===== src/rtl/data_mem_responder_if.sv =====
// rtl/data_mem_responder_if.sv - CPU load/store bus between the MIPS core and its data memory
interface data_mem_responder_if;
  logic        MemWrite;
  logic        MemtoReg;
  logic [31:0] Addr;
  logic [31:0] WriteData;
  logic [31:0] AluResult;
  logic [31:0] DataToWd;
  logic        Ready;
  logic        Fault;
  logic [31:0] FaultAddr;
  logic [15:0] StoreCount;

  modport master (
    output MemWrite, MemtoReg, Addr, WriteData, AluResult,
    input  DataToWd, Ready, Fault, FaultAddr, StoreCount
  );

  modport slave (
    input  MemWrite, MemtoReg, Addr, WriteData, AluResult,
    output DataToWd, Ready, Fault, FaultAddr, StoreCount
  );
endinterface


===== src/rtl/data_mem_responder.sv =====
// rtl/data_mem_responder.sv - data memory with post-reset clear sweep, combinational loads and sticky access-fault trap
module data_mem_responder #(
  parameter int          ADDR_WIDTH = 6,
  parameter logic [31:0] BASE_ADDR  = 32'h0000_0000
) (
  input  logic Clock,
  input  logic Reset,
  data_mem_responder_if.slave bus
);
  localparam int                    DEPTH    = 2 ** ADDR_WIDTH;
  localparam logic [31:0]           SPAN     = 32'(4 * DEPTH);
  localparam logic [ADDR_WIDTH-1:0] LAST_IDX = ADDR_WIDTH'(DEPTH - 1);

  typedef enum logic [1:0] {CLEAR, RUN, HALT} state_t;

  state_t                state, state_nxt;
  logic [ADDR_WIDTH-1:0] clr_idx;
  logic [ADDR_WIDTH-1:0] idx;
  logic [31:0]           mem [DEPTH];
  logic [31:0]           offset;
  logic [31:0]           rd_data;
  logic [31:0]           data_out;
  logic                  valid;
  logic                  access;
  logic                  fault_now;
  logic                  do_store;
  logic                  fault_q;
  logic [31:0]           fault_addr_q;
  logic [15:0]           store_count_q;

  assign offset  = bus.Addr - BASE_ADDR;
  assign idx     = offset[ADDR_WIDTH+1:2];
  assign valid   = (bus.Addr[1:0] == 2'b00) && (offset < SPAN);
  assign access  = bus.MemWrite | bus.MemtoReg;
  assign rd_data = mem[idx];

  always_ff @(posedge Clock) begin
    if (Reset) begin
      state <= CLEAR;
    end else begin
      state <= state_nxt;
    end
  end

  always_comb begin
    state_nxt = state;
    fault_now = 1'b0;
    do_store  = 1'b0;
    data_out  = bus.MemtoReg ? 32'd0 : bus.AluResult;
    case (state)
      CLEAR: begin
        if (clr_idx == LAST_IDX) state_nxt = RUN;
      end
      RUN: begin
        fault_now = (access && !valid) || (bus.MemWrite && bus.MemtoReg);
        if (fault_now) begin
          data_out  = 32'd0;
          state_nxt = HALT;
        end else begin
          do_store = bus.MemWrite;
          if (bus.MemtoReg) data_out = rd_data;
        end
      end
      HALT: begin
        state_nxt = HALT;
      end
      default: state_nxt = CLEAR;
    endcase
  end

  always_ff @(posedge Clock) begin
    if (Reset) begin
      clr_idx       <= '0;
      fault_q       <= 1'b0;
      fault_addr_q  <= 32'd0;
      store_count_q <= 16'd0;
    end else begin
      if (state == CLEAR) clr_idx <= clr_idx + 1'b1;
      if (fault_now) begin
        fault_q      <= 1'b1;
        fault_addr_q <= bus.Addr;
      end
      if (do_store) store_count_q <= store_count_q + 16'd1;
    end
  end

  // RAM has no reset; contents are only zeroed by the CLEAR sweep.
  always_ff @(posedge Clock) begin
    if (!Reset) begin
      if (state == CLEAR) mem[clr_idx] <= 32'd0;
      else if (do_store)  mem[idx]     <= bus.WriteData;
    end
  end

  assign bus.DataToWd   = data_out;
  assign bus.Ready      = (state == RUN);
  assign bus.Fault      = fault_q;
  assign bus.FaultAddr  = fault_addr_q;
  assign bus.StoreCount = store_count_q;
endmodule


===== src/flat_wrapper.sv =====
// flat-port wrapper written by rule: the top's interface ports become plain ports
module data_mem_responder_flat 
#(
  parameter int          ADDR_WIDTH = 6,
  parameter logic [31:0] BASE_ADDR  = 32'h0000_0000
)
  (Clock, Reset, bus_MemWrite, bus_MemtoReg, bus_Addr, bus_WriteData, bus_AluResult, bus_DataToWd, bus_Ready, bus_Fault, bus_FaultAddr, bus_StoreCount);
  data_mem_responder_if bus_i ();
  input  logic Clock;
  input  logic Reset;
  input wire logic [$bits(bus_i.MemWrite)-1:0] bus_MemWrite;
  input wire logic [$bits(bus_i.MemtoReg)-1:0] bus_MemtoReg;
  input wire logic [$bits(bus_i.Addr)-1:0] bus_Addr;
  input wire logic [$bits(bus_i.WriteData)-1:0] bus_WriteData;
  input wire logic [$bits(bus_i.AluResult)-1:0] bus_AluResult;
  output wire logic [$bits(bus_i.DataToWd)-1:0] bus_DataToWd;
  output wire logic [$bits(bus_i.Ready)-1:0] bus_Ready;
  output wire logic [$bits(bus_i.Fault)-1:0] bus_Fault;
  output wire logic [$bits(bus_i.FaultAddr)-1:0] bus_FaultAddr;
  output wire logic [$bits(bus_i.StoreCount)-1:0] bus_StoreCount;
  assign bus_i.MemWrite = bus_MemWrite;
  assign bus_i.MemtoReg = bus_MemtoReg;
  assign bus_i.Addr = bus_Addr;
  assign bus_i.WriteData = bus_WriteData;
  assign bus_i.AluResult = bus_AluResult;
  assign bus_DataToWd = bus_i.DataToWd;
  assign bus_Ready = bus_i.Ready;
  assign bus_Fault = bus_i.Fault;
  assign bus_FaultAddr = bus_i.FaultAddr;
  assign bus_StoreCount = bus_i.StoreCount;
  data_mem_responder #(.ADDR_WIDTH(ADDR_WIDTH), .BASE_ADDR(BASE_ADDR)) u_core (.Clock(Clock), .Reset(Reset), .bus(bus_i));
endmodule

===== config.mk =====
export PLATFORM = sky130hd
export DESIGN_NAME = data_mem_responder_flat
export DESIGN_NICKNAME = d
export VERILOG_FILES = /design/src/rtl/data_mem_responder_if.sv /design/src/rtl/data_mem_responder.sv /design/src/flat_wrapper.sv
export SDC_FILE = /design/constraint.sdc
export NUM_CORES = 2
export LEC_CHECK = 0
export CELL_PAD_IN_SITES_DETAIL_PLACEMENT = 2
export CELL_PAD_IN_SITES_GLOBAL_PLACEMENT = 2
export CORE_MARGIN = 2
export CORE_UTILIZATION = 40
export CTS_BUF_LIST = sky130_fd_sc_hd__clkbuf_4
export CTS_CLUSTER_SIZE = 10
export DETAILED_ROUTE_END_ITERATION = 10
export GPL_ROUTABILITY_DRIVEN = 1
export MAX_ROUTING_LAYER = met4
export PLACE_DENSITY = 0.7
export SLEW_MARGIN = 20
export SYNTH_ARGS = -nofsm -noshare
export SYNTH_HDL_FRONTEND = slang
export SYNTH_SLANG_ARGS = --single-unit
export TNS_END_PERCENT = 100

===== constraint.sdc =====
create_clock -name Clock -period 9.9 [get_ports Clock]
set_input_delay 0.99 -clock Clock [delete_from_list [all_inputs] [get_ports Clock]]
set_output_delay 0.99 -clock Clock [all_outputs]
set_load 0.03 [all_outputs]

==> GITHUB_STEP_SUMMARY <==
## PnR job results

| Metric | Value |
|---|---|
| Worst r2r path cells | 10 |
| Xor-xnor portion of the synthesized cell area | less than 1% |
| Final Non-Filler Cells | between 7000 and 8000 |
| Yosys Instances | about 4200 |
| ANT nets after route | 0 |
| H-tree levels | 6 |
| MI comb cells | 1850 |
| Compound Share, Synth | 5.52% |
| I/O pins | between 150 and 200 |
| Placer Congestion | around 0.79 |
| Netlist cell types | 66 |
| Flops | between 2000 and 2500 |
| Max_cap viols | 0 |
| Final setup vio count | 0 |
| Final core utilization | 46.2% |
| Top cells by area | edfxtp_1 (75%), mux4_2 (7.5%), mux2i_1 (6.1%) |
| Worst IR drop on VDD | 0.0000908 V |
| Dominant cell type by area after synthesis | edfxtp_1 |
| Worst hold start | bus_Addr[20] |
| Final Skew | roughly 0.15 ns |
| Post-DP Area | approximately 90000 um^2 |
| Yosys top cell area share | around 75% |
| Buf/Inv on CP | 3 |
| DIE AREA | 210000 um^2 |
| Initial DRT Pass Iterations | 6 |
| Count leader, synth | edfxtp_1 |
| Post-DP HPWL | ~170000 um |
| Total GRT Usage | 31.0% |
| Sequential share of cell area | between 60 and 70% |
| Fill cells | 18800 |
| Power density cells | about 190 nW/um^2 |
| Logic area | 18700 um^2 |
| Clock buf/inv share | 7.06% |
| Crit-path slowest cell | clkdlybuf4s50_1 |
| Ant. Diodes | 17 |
| Crit-path cells | clkdlybuf4s50_1 > nor4_1 > and4_1 > a21oi_1 > nor2_4 > buf_4 > a32oi_1 > a31oi_1 > clkdlybuf4s50_1 |
| Logic family by area | multiplexers |
| Clock Sinks | 2105 |
| Fin. Hold Viols | 0 |
| Crit path max fanout | 17 |
| Logic share of the area | 19.8% |
| DIE WIDTH | approximately 460 um |
| Seq/Total Area, Yosys | around three quarters |
| CTS tree | done |
| NumNets Final | 4969 |
| Non-clock buffer share | 3.31% |
| Area delta synth->final | 14.8% |
| Vias per Instance | 6.38 |
| Synth Area per Inst | 19.5 um^2 |
| Crit Path Category | in2out |
| Layout cell share with drive strength beyond 1 | 27.1% |
| Worst Max-Slew Pin Slew | 1.17 ns |
| Mapped Nets | ~4300 |
| Cts bufs inserted | 569 |
| Die H | between 400 and 500 um |
| Post-CTS Setup Bufs | 0 |
| Final Slew Violations | 0 |
| Reg2reg setup slack | 4.43 ns |
| Status | finished, final reports clean |
| Slew headroom | between 20 and 25% |
| Mapped cell area | ~82000 um^2 |
| Worst hold-check slack | 0.296 ns |
| Mux cell area share | 13.8% |
| Worst Setup Start Kind | input pin |
| Min Tclk post-route | 6.92 ns |
| Final setup margin | about 3.0 ns |
[metal layers]
layer / part of all wire, % / track usage [%] / vias up
li1: - / - / 19000
met1: 37 / 37.0 / 27200
met2: 49 / 49.8 / 3297
met3: 8.3 / 6.34 / 795
met4: 5.5 / 16.5 / 0
met5: 0 / - / -
[report_power, final]
group	internal (W)	switching, W
registers	0.00965	0.0000154
logic	0.000253	0.000524
clock network	0.00400	0.00400
[cell usage in the layout, fill, tap and decap left out, drive strengths merged, types with 15 or more instances in the layout]
cell type,count
a211oi,32
a21oi,75
a221o,55
a221oi,156
a22oi,86
and2,36
buf,152
clkbuf,817
clkdlybuf4s50,175
clkinv,59
dfxtp,57
diode,17
edfxtp,2048
inv,17
mux2i,506
mux4,274
nand2,88
nand3,44
nand4,15
nor2,160
nor3,36
o21ai,120
[how the worst max path moves through the flow]
stage,start,end,slack (ns),cells past startpoint
after floorplan,bus_Addr[15],u_core.mem[10][0],5.55,9
after global placement,bus_Addr[15],bus_DataToWd[30],3.02,9
after detailed placement,bus_Addr[15],bus_DataToWd[30],3.09,9
after CTS,bus_Addr[15],bus_DataToWd[30],3.06,9
after global routing,bus_Addr[15],bus_DataToWd[30],2.89,9
final,bus_Addr[15],bus_DataToWd[30],2.98,9
[state kept, by name, indices dropped and copies added (netlist names)]
signal and count:
u_core.mem 2048, u_core.bus.FaultAddr 32, u_core.bus.StoreCount 16, u_core.clr_idx 6, u_core.state 2, u_core.bus.Fault 1
[kinds of logic (layout without fill, tap and decap cells)]
family                   after synthesis  count (layout)
other                                  0              17
adder cells (fa/ha/maj)                4               4
AND/OR/NAND/NOR                      428             428
multiplexers                         790             790
XOR/XNOR                              18              18
flip-flops                          2105            2105
AND-OR/OR-AND                        610             610
buffers and inverters                268            1231
Figure 1. Supply network.
Pins as bars on the die edge. Tap cells in gray.
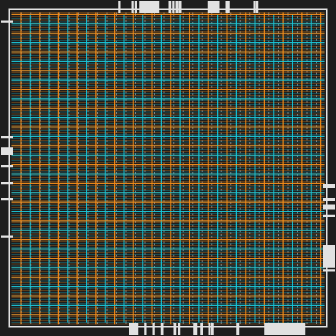
- orange: VSS
- cyan: VDD
- met4 straps: 33
- rows: 166
- tap cells: 2688
- signal pins: 182
- met1 rails: 167

Figure 2. Cells colored by class.
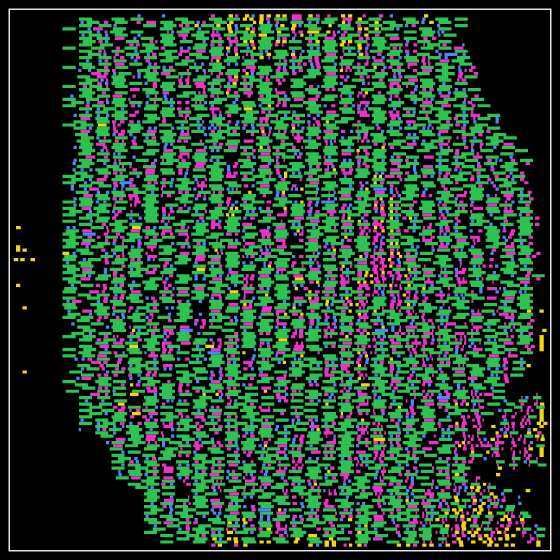
- magenta: all other logic (cells 1861)
- blue: clock drivers and dummy loads (cells 892)
- green: flops (cells 2105)
- yellow: other buffers and delay cells (cells 328)

Figure 3. Clock network drawn from the DEF.
The bar under the picture is 100 um long.
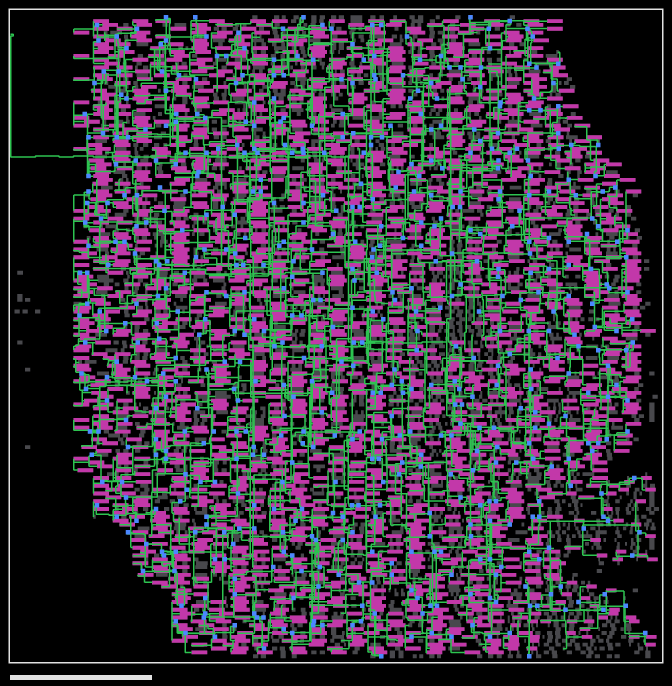
- blue: cells driving clock nets (count 569)
- magenta: flip-flops (count 2105)
- green: clock wires (length 36.9 mm)
- routed clock nets: 570

Figure 4. Wiring by layer.
The bar under the picture is 100 um long.
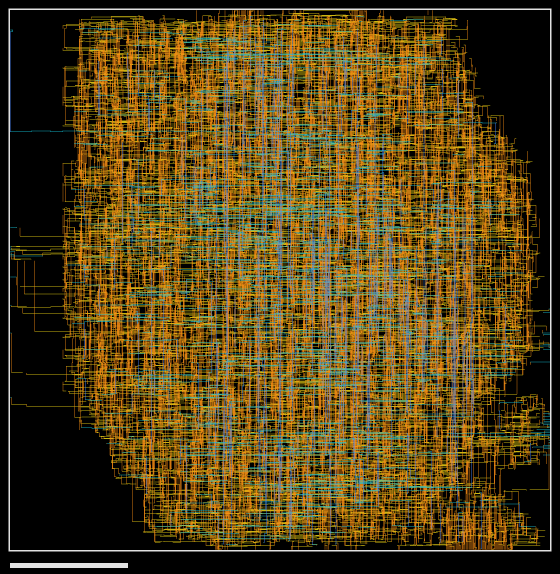
- cyan: met3 (wire length 26.7 mm)
- orange: met2 (wire length 158 mm)
- yellow: met1 (wire length 120 mm)
- blue: met4 (wire length 17600 um)

No activity file was given, so power comes from the tool's default toggle rates.
